--- config.mk ---
export PLATFORM = sky130hd
export DESIGN_NAME = rx_frame_ctrl
export DESIGN_NICKNAME = d
export VERILOG_FILES = /design/src/rtl/eth_rx_pkg.sv /design/src/rtl/eth_sat_cnt.sv /design/src/rtl/rx_frame_ctrl.sv
export SDC_FILE = /design/constraint.sdc
export NUM_CORES = 1
export LEC_CHECK = 0
export CAP_MARGIN = 15
export CORE_UTILIZATION = 25
export CTS_CLUSTER_DIAMETER = 200
export CTS_CLUSTER_SIZE = 10
export DETAILED_ROUTE_END_ITERATION = 6
export GPL_ROUTABILITY_DRIVEN = 0
export PLACE_DENSITY_LB_ADDON = 0.12
export SKIP_CTS_REPAIR_TIMING = 1
export SLEW_MARGIN = 5
export SYNTH_ARGS = -nofsm -noshare
export SYNTH_HDL_FRONTEND = slang
export SYNTH_SLANG_ARGS = --single-unit
--- constraint.sdc ---
create_clock -name inclock -period 2.9 [get_ports inclock]
set_input_delay 0.87 -clock inclock [delete_from_list [all_inputs] [get_ports inclock]]
set_output_delay 0.87 -clock inclock [all_outputs]
set_load 0.01 [all_outputs]
--- src/rtl/eth_rx_pkg.sv ---
// Shared types and constants for the RGMII-style receive frame controller.
package eth_rx_pkg;

  typedef enum logic [1:0] {
    ST_IDLE,
    ST_PREAMBLE,
    ST_DATA,
    ST_DROP
  } rx_state_e;

  localparam logic [7:0] PREAMBLE_BYTE = 8'h55;
  localparam logic [7:0] SFD_BYTE      = 8'hD5;

  // One decoded capture cycle: full byte plus data-valid and error strobes.
  typedef struct packed {
    logic [7:0] data;
    logic       dv;
    logic       er;
  } rx_cap_t;

endpackage

--- src/rtl/eth_sat_cnt.sv ---
// Saturating up-counter with synchronous clear; holds at all-ones.
module eth_sat_cnt #(
  parameter int W = 16
) (
  input  logic         clk,
  input  logic         clr,
  input  logic         inc,
  output logic [W-1:0] cnt
);

  // Count increments, clear wins, stop at the top value.
  always_ff @(posedge clk) begin
    if (clr)                   cnt <= '0;
    else if (inc && cnt != '1) cnt <= cnt + 1'b1;
  end

endmodule

--- src/rtl/rx_frame_ctrl.sv ---
// Receive frame controller: strips preamble/SFD from DDR-captured nibbles,
// delivers frame bytes through a one-byte hold stage, flags runt/oversize/
// line-error frames at end-of-frame and keeps good/errored frame counts.
module rx_frame_ctrl
  import eth_rx_pkg::*;
#(
  parameter int MAX_LEN = 1518,
  parameter int MIN_LEN = 64,
  parameter int CNT_W   = 16
) (
  input  logic             inclock,
  input  logic             aclr,
  input  logic [6:0]       data_h,
  input  logic [6:0]       data_l,
  input  logic             rx_en,
  output logic [7:0]       byte_data,
  output logic             byte_valid,
  output logic             byte_sof,
  output logic             byte_eof,
  output logic             byte_err,
  output logic [10:0]      frame_len,
  output logic             crs,
  output logic [CNT_W-1:0] frame_cnt,
  output logic [CNT_W-1:0] err_cnt
);

  localparam logic [10:0] MAX_L = 11'(MAX_LEN);
  localparam logic [10:0] MIN_L = 11'(MIN_LEN);

  rx_cap_t   cap;
  rx_state_e state, state_nxt;

  // Hold stage and per-frame bookkeeping.
  logic [7:0]  hold_byte, hold_byte_nxt;
  logic        hold_vld, hold_vld_nxt;
  logic [10:0] len, len_nxt;          // bytes accepted into the frame so far
  logic        err_acc, err_acc_nxt;  // any line error seen during DATA
  logic        sof_pend, sof_pend_nxt;
  logic        seen_pre, seen_pre_nxt;

  // Per-cycle emit decisions, registered onto the outputs.
  logic emit, emit_sof, emit_eof, emit_err;

  logic unused_bits;
  assign unused_bits = ^{data_h[6], data_l[6], data_l[5]};

  // Capture words arrive straight from the DDR buffer; decode combinationally.
  assign cap.data = {data_l[3:0], data_h[3:0]};
  assign cap.dv   = data_h[4];
  assign cap.er   = data_h[4] ^ data_l[4];

  // State and hold-stage registers; reset parks in DROP so a frame already
  // on the wire is never picked up mid-way.
  always_ff @(posedge inclock) begin
    if (aclr) begin
      state     <= ST_DROP;
      hold_byte <= '0;
      hold_vld  <= 1'b0;
      len       <= '0;
      err_acc   <= 1'b0;
      sof_pend  <= 1'b0;
      seen_pre  <= 1'b0;
    end else begin
      state     <= state_nxt;
      hold_byte <= hold_byte_nxt;
      hold_vld  <= hold_vld_nxt;
      len       <= len_nxt;
      err_acc   <= err_acc_nxt;
      sof_pend  <= sof_pend_nxt;
      seen_pre  <= seen_pre_nxt;
    end
  end

  // Next-state logic and byte-emit decisions.
  always_comb begin
    state_nxt     = state;
    hold_byte_nxt = hold_byte;
    hold_vld_nxt  = hold_vld;
    len_nxt       = len;
    err_acc_nxt   = err_acc;
    sof_pend_nxt  = sof_pend;
    seen_pre_nxt  = seen_pre;
    emit          = 1'b0;
    emit_sof      = 1'b0;
    emit_eof      = 1'b0;
    emit_err      = 1'b0;
    unique case (state)
      ST_DROP: begin
        if (!cap.dv) state_nxt = ST_IDLE;
      end
      ST_IDLE: begin
        if (cap.dv) begin
          if (rx_en) begin
            state_nxt    = ST_PREAMBLE;
            seen_pre_nxt = (cap.data == PREAMBLE_BYTE);
          end else begin
            state_nxt = ST_DROP;
          end
        end
      end
      ST_PREAMBLE: begin
        if (!cap.dv)                             state_nxt = ST_IDLE;
        else if (cap.er)                         state_nxt = ST_DROP;
        else if (cap.data == PREAMBLE_BYTE)      seen_pre_nxt = 1'b1;
        else if (cap.data == SFD_BYTE && seen_pre) begin
          state_nxt    = ST_DATA;
          hold_vld_nxt = 1'b0;
          len_nxt      = '0;
          err_acc_nxt  = 1'b0;
          sof_pend_nxt = 1'b1;
        end else begin
          state_nxt = ST_DROP;
        end
      end
      ST_DATA: begin
        if (!cap.dv) begin
          // End of carrier: flush the held byte as the last one.
          state_nxt    = ST_IDLE;
          hold_vld_nxt = 1'b0;
          if (hold_vld) begin
            emit     = 1'b1;
            emit_sof = sof_pend;
            emit_eof = 1'b1;
            emit_err = err_acc | (len < MIN_L);
          end
        end else if (hold_vld && len == MAX_L) begin
          // A byte beyond the limit: cut the frame at the held byte.
          state_nxt    = ST_DROP;
          hold_vld_nxt = 1'b0;
          emit         = 1'b1;
          emit_sof     = sof_pend;
          emit_eof     = 1'b1;
          emit_err     = 1'b1;
        end else begin
          if (hold_vld) begin
            emit         = 1'b1;
            emit_sof     = sof_pend;
            sof_pend_nxt = 1'b0;
          end
          hold_byte_nxt = cap.data;
          hold_vld_nxt  = 1'b1;
          len_nxt       = len + 11'd1;
          err_acc_nxt   = err_acc | cap.er;
        end
      end
      default: state_nxt = ST_DROP;
    endcase
  end

  // Registered byte interface; strobes are low whenever nothing is emitted.
  always_ff @(posedge inclock) begin
    if (aclr) begin
      byte_data  <= '0;
      byte_valid <= 1'b0;
      byte_sof   <= 1'b0;
      byte_eof   <= 1'b0;
      byte_err   <= 1'b0;
      frame_len  <= '0;
      crs        <= 1'b0;
    end else begin
      if (emit) byte_data <= hold_byte;
      byte_valid <= emit;
      byte_sof   <= emit_sof;
      byte_eof   <= emit_eof;
      byte_err   <= emit_err;
      frame_len  <= emit_eof ? len : 11'd0;
      crs        <= data_h[5];
    end
  end

  eth_sat_cnt #(.W(CNT_W)) u_good_cnt (
    .clk (inclock),
    .clr (aclr),
    .inc (emit_eof & ~emit_err),
    .cnt (frame_cnt)
  );

  eth_sat_cnt #(.W(CNT_W)) u_err_cnt (
    .clk (inclock),
    .clr (aclr),
    .inc (emit_eof & emit_err),
    .cnt (err_cnt)
  );

endmodule

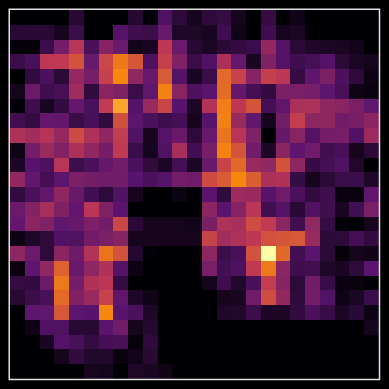
Fig. 1. Wiring heat map (run 1).
Scale: 3 px per micron. The die is cut into 25 by 25 equal tiles; black is low, pale yellow is high, scaled to the fullest tile. Values are wire area over tile area, all layers added.
tiles over half the peak = 9.8%
fullest tile = 0.48
densest ninth of the die = left middle
emptiest ninth of the die = bottom middle
nearly empty tiles = 21%
mean over tiles = 0.099

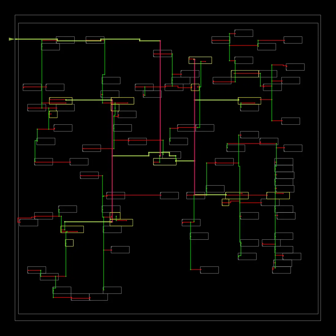
Fig. 2. Clock nets (run 1).
Insertion Delay late pin: 350 ps
Clock Power: 1190 uW

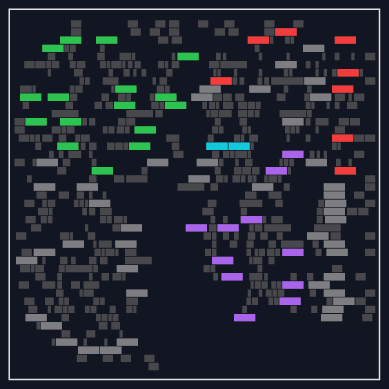
Fig. 3. Sequential cells colored by netlist name (run 1).
Scale: 3 px per micron. Other sequential cells in the stronger gray, the rest of the logic in the fainter gray.
len -> purple  # placed flops 11
u_err_cnt.cnt -> green  # placed flops 16
state -> cyan  # placed flops 2
byte_data -> red  # placed flops 8, where top right

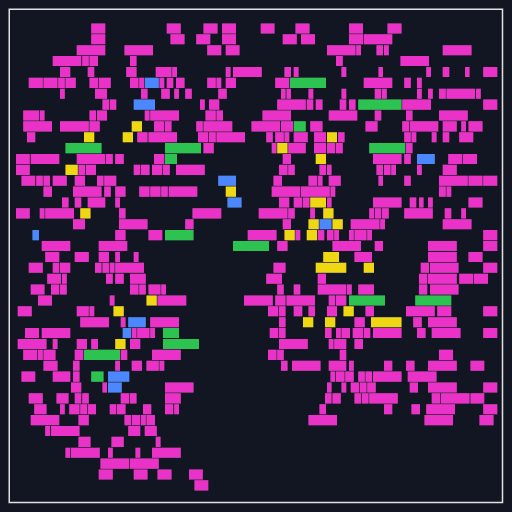
Fig. 4. Sizing map (run 1).
Scale: 4 px per micron.
drive 1 or less -> magenta  # cells 454
drive 3 to 4 -> yellow  # cells 25
drive 2 -> blue  # cells 11
drive 6 and up -> green  # cells 15

==> flow_summary.ini, run 1 <==
; synthesis and place-and-route metrics
[outcome]
status = completed

[synth]
ys_seq_elements = 81
synth_area_per_cell_sq_um = 8.66
synthAoiAreaFrac = 0.155
synth_top_cell_by_count = dfxtp_1
ys_async_sr_fraction = 0
mux_area_frac = 0.0151
synthAdderAreaFrac = 0.0171
yosys_most_used_dff = dfxtp_1
synth_cells = 422
synthTopCellsByCount = dfxtp_1 (81), a21oi_1 (44), nand2_1 (42)
synthSimpleGateAreaFrac = 0.303
ys_top_cells_by_area = dfxtp_1 (44%), a21oi_1 (6.0%), nand3_1 (4.7%)
top_area_cell = dfxtp_1
ys_area_sq_um = 3660
synth-xor-area-share = 0.0264
edf_count = 0
fp_nets = 444
ys_seq_frac = 0.444
ys_cells = 422
netlist_area_sq_um = 3660
netlist.area_leader.share = 0.444
synth.distinct_cells = 57
yosys_warnings = 0

[placed_design]
place_hpwl_microns = 6570
placed_area_sq_um = 4630
post-place-ws_ps = -137

[timing]
max_slew_margin = 0.564
setup_slack_ps = 208
tightest_slew_ps = 652
fin_crit_sh = 0.928
rsz0062_at_grt = no
fmax_mhz = 372
final_hold_viol_count = 0
whs_ps = 454

[setup_path]
worstPathCellList = clkdlybuf4s50_1, ha_1, and4b_1, and4_1, a21oi_2, or4_1, a21oi_1
cp.arrival_ps = 2970
path_max_fanout = 6
path_delay_family = simple AND/OR/NAND/NOR gates
critPathRequiredTime_ps = 3180
path_buffers = 1
slowest_stage = clkdlybuf4s50_1
path_class = primary input to flip-flop
cp-end-kind = flip-flop

[cells_and_area]
fin_util = 0.351
flops = 81
final_layout_top_logic_cells = dfxtp_1 (81), clkdlybuf4s50_1 (68), a21oi_1 (44), nand2_1 (42), nand3_1 (34)
clkCellAreaFrac = 0.0625
buf_share = 0.172
flop_area_sq_um = 1620
fin_area_sq_um = 4940
largest_class = multi-input combinational cells
lay_top_count = dfxtp_1
comb_share = 0.384
clock_buffers = 9
area_delta_synth_final_pct = 35.1
num-multi-input-gates = 308
inverters = 11
n_all_buffers = 89
top_regs = u_err_cnt.cnt: 16 flops, u_good_cnt.cnt: 16 flops
nNetsFinal = 522

[detailed_routing]
vias_per_cell = 4.84
wl_met2_microns = 4190
wl_met1_microns = 4740
initialDrtViolationCount = 111
drt_pass1_iterations = 4
drtAntennaViolNets = 0
wl_met3_microns = 449
avgRoutedWirePerCell_microns = 13.9
vias = 3314
dr.max_layer_used = met4

[min_path]
hold_class = flip-flop to flip-flop

[power]
power_uw = 2430
p_sw_uw = 574
clkPwrFrac = 0.491
vdd.ir_drop.worst_v = 0.000383
power_frac_comb = 0.043
switching_share = 0.237
leakagePower_uw = 0.00164
power_density_nw_per_um2 = 491

[global_route]
grt_usage = 0.134
grt_pass1_vias = 3083
grt_overflow = 0
grt_pass1_wl_microns = 15500
grt-busiest-layer = met2
use_met3 = 0.0420
use_met2 = 0.206
grt_max_degree = 64

[clocking]
cts-root-buf = clkbuf_16
cts_tree = done
cts_made_buffers = 9

[floorplanning]
design.core.area_sq_um = 14100
dieHeight_microns = 123
io_pins = 73
dieArea_sq_um = 15100
core_util_floorplan = 0.259
taps = 180
rows = 43
chipWidth_microns = 123

[run]
warnings = 30
[run 1: worst paths after layout]
kind,startpoint,to,slack [ps],cells past startpoint
worst max-delay path,data_h[4],len[8],210,7
worst min-delay path,byte_data[1],byte_data[1],450,2
worst max register to register,len[1],u_err_cnt.cnt[12],510,6
worst min register to register,byte_data[1],byte_data[1],450,2
[run 1: stage by stage]
step	setup TNS (ps)	std cells
6_report	0	685
5_1_grt	0	685
4_1_cts	0	685
3_5_place_dp	-1300	669
3_3_place_gp	-1300	669
2_1_floorplan	0	422
[run 1: power by group through the flow]
stage / Sequential [uW] / Combinational (uW) / Clock [uW]
global placement: 1160 / 104 / 0
CTS: 1130 / 105 / 1240
detailed placement: 1160 / 105 / 0
finish: 1130 / 104 / 1190
global route: 1130 / 114 / 1280
floorplan: 1150 / 55.0 / 0
==> run 2: changes to the inputs <==
--- a/config.mk
+++ b/config.mk
@@ -13,7 +13,6 @@
 export GPL_ROUTABILITY_DRIVEN = 0
 export PLACE_DENSITY_LB_ADDON = 0.12
 export SKIP_CTS_REPAIR_TIMING = 1
-export SLEW_MARGIN = 5
 export SYNTH_ARGS = -nofsm -noshare
 export SYNTH_HDL_FRONTEND = slang
 export SYNTH_SLANG_ARGS = --single-unit
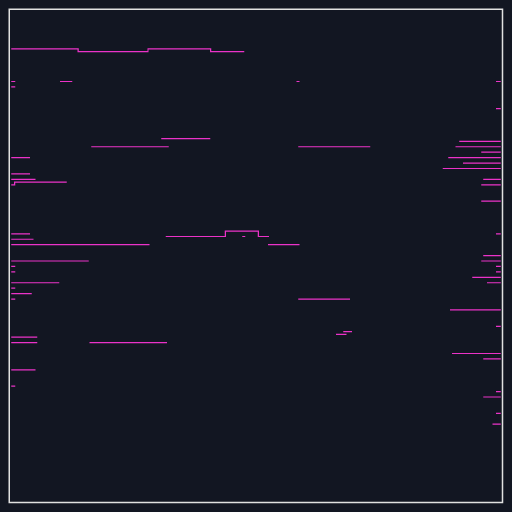
Fig. 5. The metal 3 layer (run 2).
Scale: 4 px per micron.
share of all routed wire = 4.7%
nets with wire on the layer = 52
wire length on this layer = 449 microns
main direction = horizontal
longest straight run = 34.3 microns

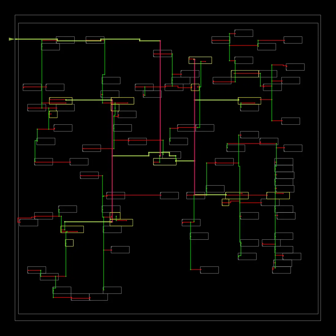
Fig. 6. Clock nets (run 2).
Num CTS Buffers: 9
Layout Skew: 7.57 ps

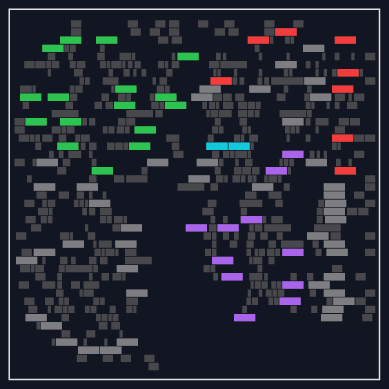
Fig. 7. Sequential cells colored by netlist name (run 2).
Scale: 3 px per micron. Other sequential cells in the stronger gray, the rest of the logic in the fainter gray.
state -> cyan  # placed flops 2
byte_data -> red  # placed flops 8, where top right
len -> purple  # placed flops 11
u_err_cnt.cnt -> green  # placed flops 16
not colored = 44

==> run 2 against run 1 <==
  * Clock skew unchanged
  * Synthesized cell count stayed put
  * Die size is the same
  * Routed wire length is the same
  * Sequential cell count stayed put
  * Global-route usage unchanged
  * Critical path depth unchanged
  * Fmax unchanged
  * Critical path type unchanged
==> flow_summary.ini, run 2 <==
; synthesis and place-and-route metrics
[synth]
synth_top_cell_by_count = dfxtp_1
mux_area_frac = 0.0151
synth_cells = 422
synthAoiAreaFrac = 0.155
netlist_area_sq_um = 3660
synthSimpleGateAreaFrac = 0.303
yosys_most_used_dff = dfxtp_1
ys_top_cells_by_area = dfxtp_1 (44%), a21oi_1 (6.0%), nand3_1 (4.7%)
synth.distinct_cells = 57
ys_area_sq_um = 3660
top_area_cell = dfxtp_1
synthAdderAreaFrac = 0.0171
netlist.area_leader.share = 0.444
ys_async_sr_fraction = 0

[power]
leakagePower_uw = 0.00164
vdd.ir_drop.worst_v = 0.000383
power_density_nw_per_um2 = 491
p_seq_uw = 1130
comb_power_uw = 104
power_uw = 2430
switching_share = 0.237

[detailed_routing]
avgRoutedWirePerCell_microns = 13.9
initialDrtViolationCount = 111
drtAntennaViolNets = 0
drt_pass1_iterations = 4
vias = 3314

[cells_and_area]
area_delta_synth_final_pct = 35.1
nNetsFinal = 522
final_cells = 685
final_layout_top_logic_cells = dfxtp_1 (81), clkdlybuf4s50_1 (68), a21oi_1 (44), nand2_1 (42), nand3_1 (34)

[clocking]
cts-root-buf = clkbuf_16
clk_latency_ps = 350
cts_tree = done

[floorplanning]
rows = 43
design.core.area_sq_um = 14100
dieHeight_microns = 123
dieArea_sq_um = 15100
io_pins = 73

[setup_path]
reg2reg_from = len[1]
path_max_fanout = 6
slowest_stage = clkdlybuf4s50_1
path_buffers = 1
timing.critical_path.from = data_h[4]
crit_path_end = len[8]
path_delay_family = simple AND/OR/NAND/NOR gates
rrSetupSlack_ps = 510
critPathRequiredTime_ps = 3180
cp-end-kind = flip-flop

[run]
warnings = 30

[timing]
fin_crit_sh = 0.928
whs_ps = 454
setup_slack_ps = 208
fmax_mhz = 372
tightest_slew_ps = 652

[global_route]
grt_pass1_vias = 3083
use_met2 = 0.206
grt_overflow = 0
grt_max_degree = 64
use_met3 = 0.0420

[outcome]
status = completed

[placed_design]
post-place-ws_ps = -137
[run 2: cell counts after synthesis]
Identical to the previous run, type by type.
[run 2: area by class of cell]
cell class,instances,area [sq um]
inverters,11,41.3
repair buffers,89,848
well taps,180,225
clock inverters,7,83.8
flip-flops and latches,81,1620
multi-input cells,308,1900
clock buffers,9,225
fillers,1512,9160
[run 2: worst min-delay path by stage]
stage | startpoint | end | slack, ps
after floorplan | sof_pend | byte_sof | 430
after global placement | hold_byte[3] | byte_data[3] | 440
after detailed placement | hold_byte[2] | byte_data[2] | 450
after CTS | hold_byte[2] | byte_data[2] | 460
after global routing | byte_data[1] | byte_data[1] | 470
final | byte_data[1] | byte_data[1] | 450
[run 2: cells by family after synthesis]
logic type,after synthesis
fa+ha+maj,5
buf+inv,33
compound gates,90
xor+xnor,11
mux,5
flops,81
simple gates,197
Power is estimated from default activity; no workload was simulated.
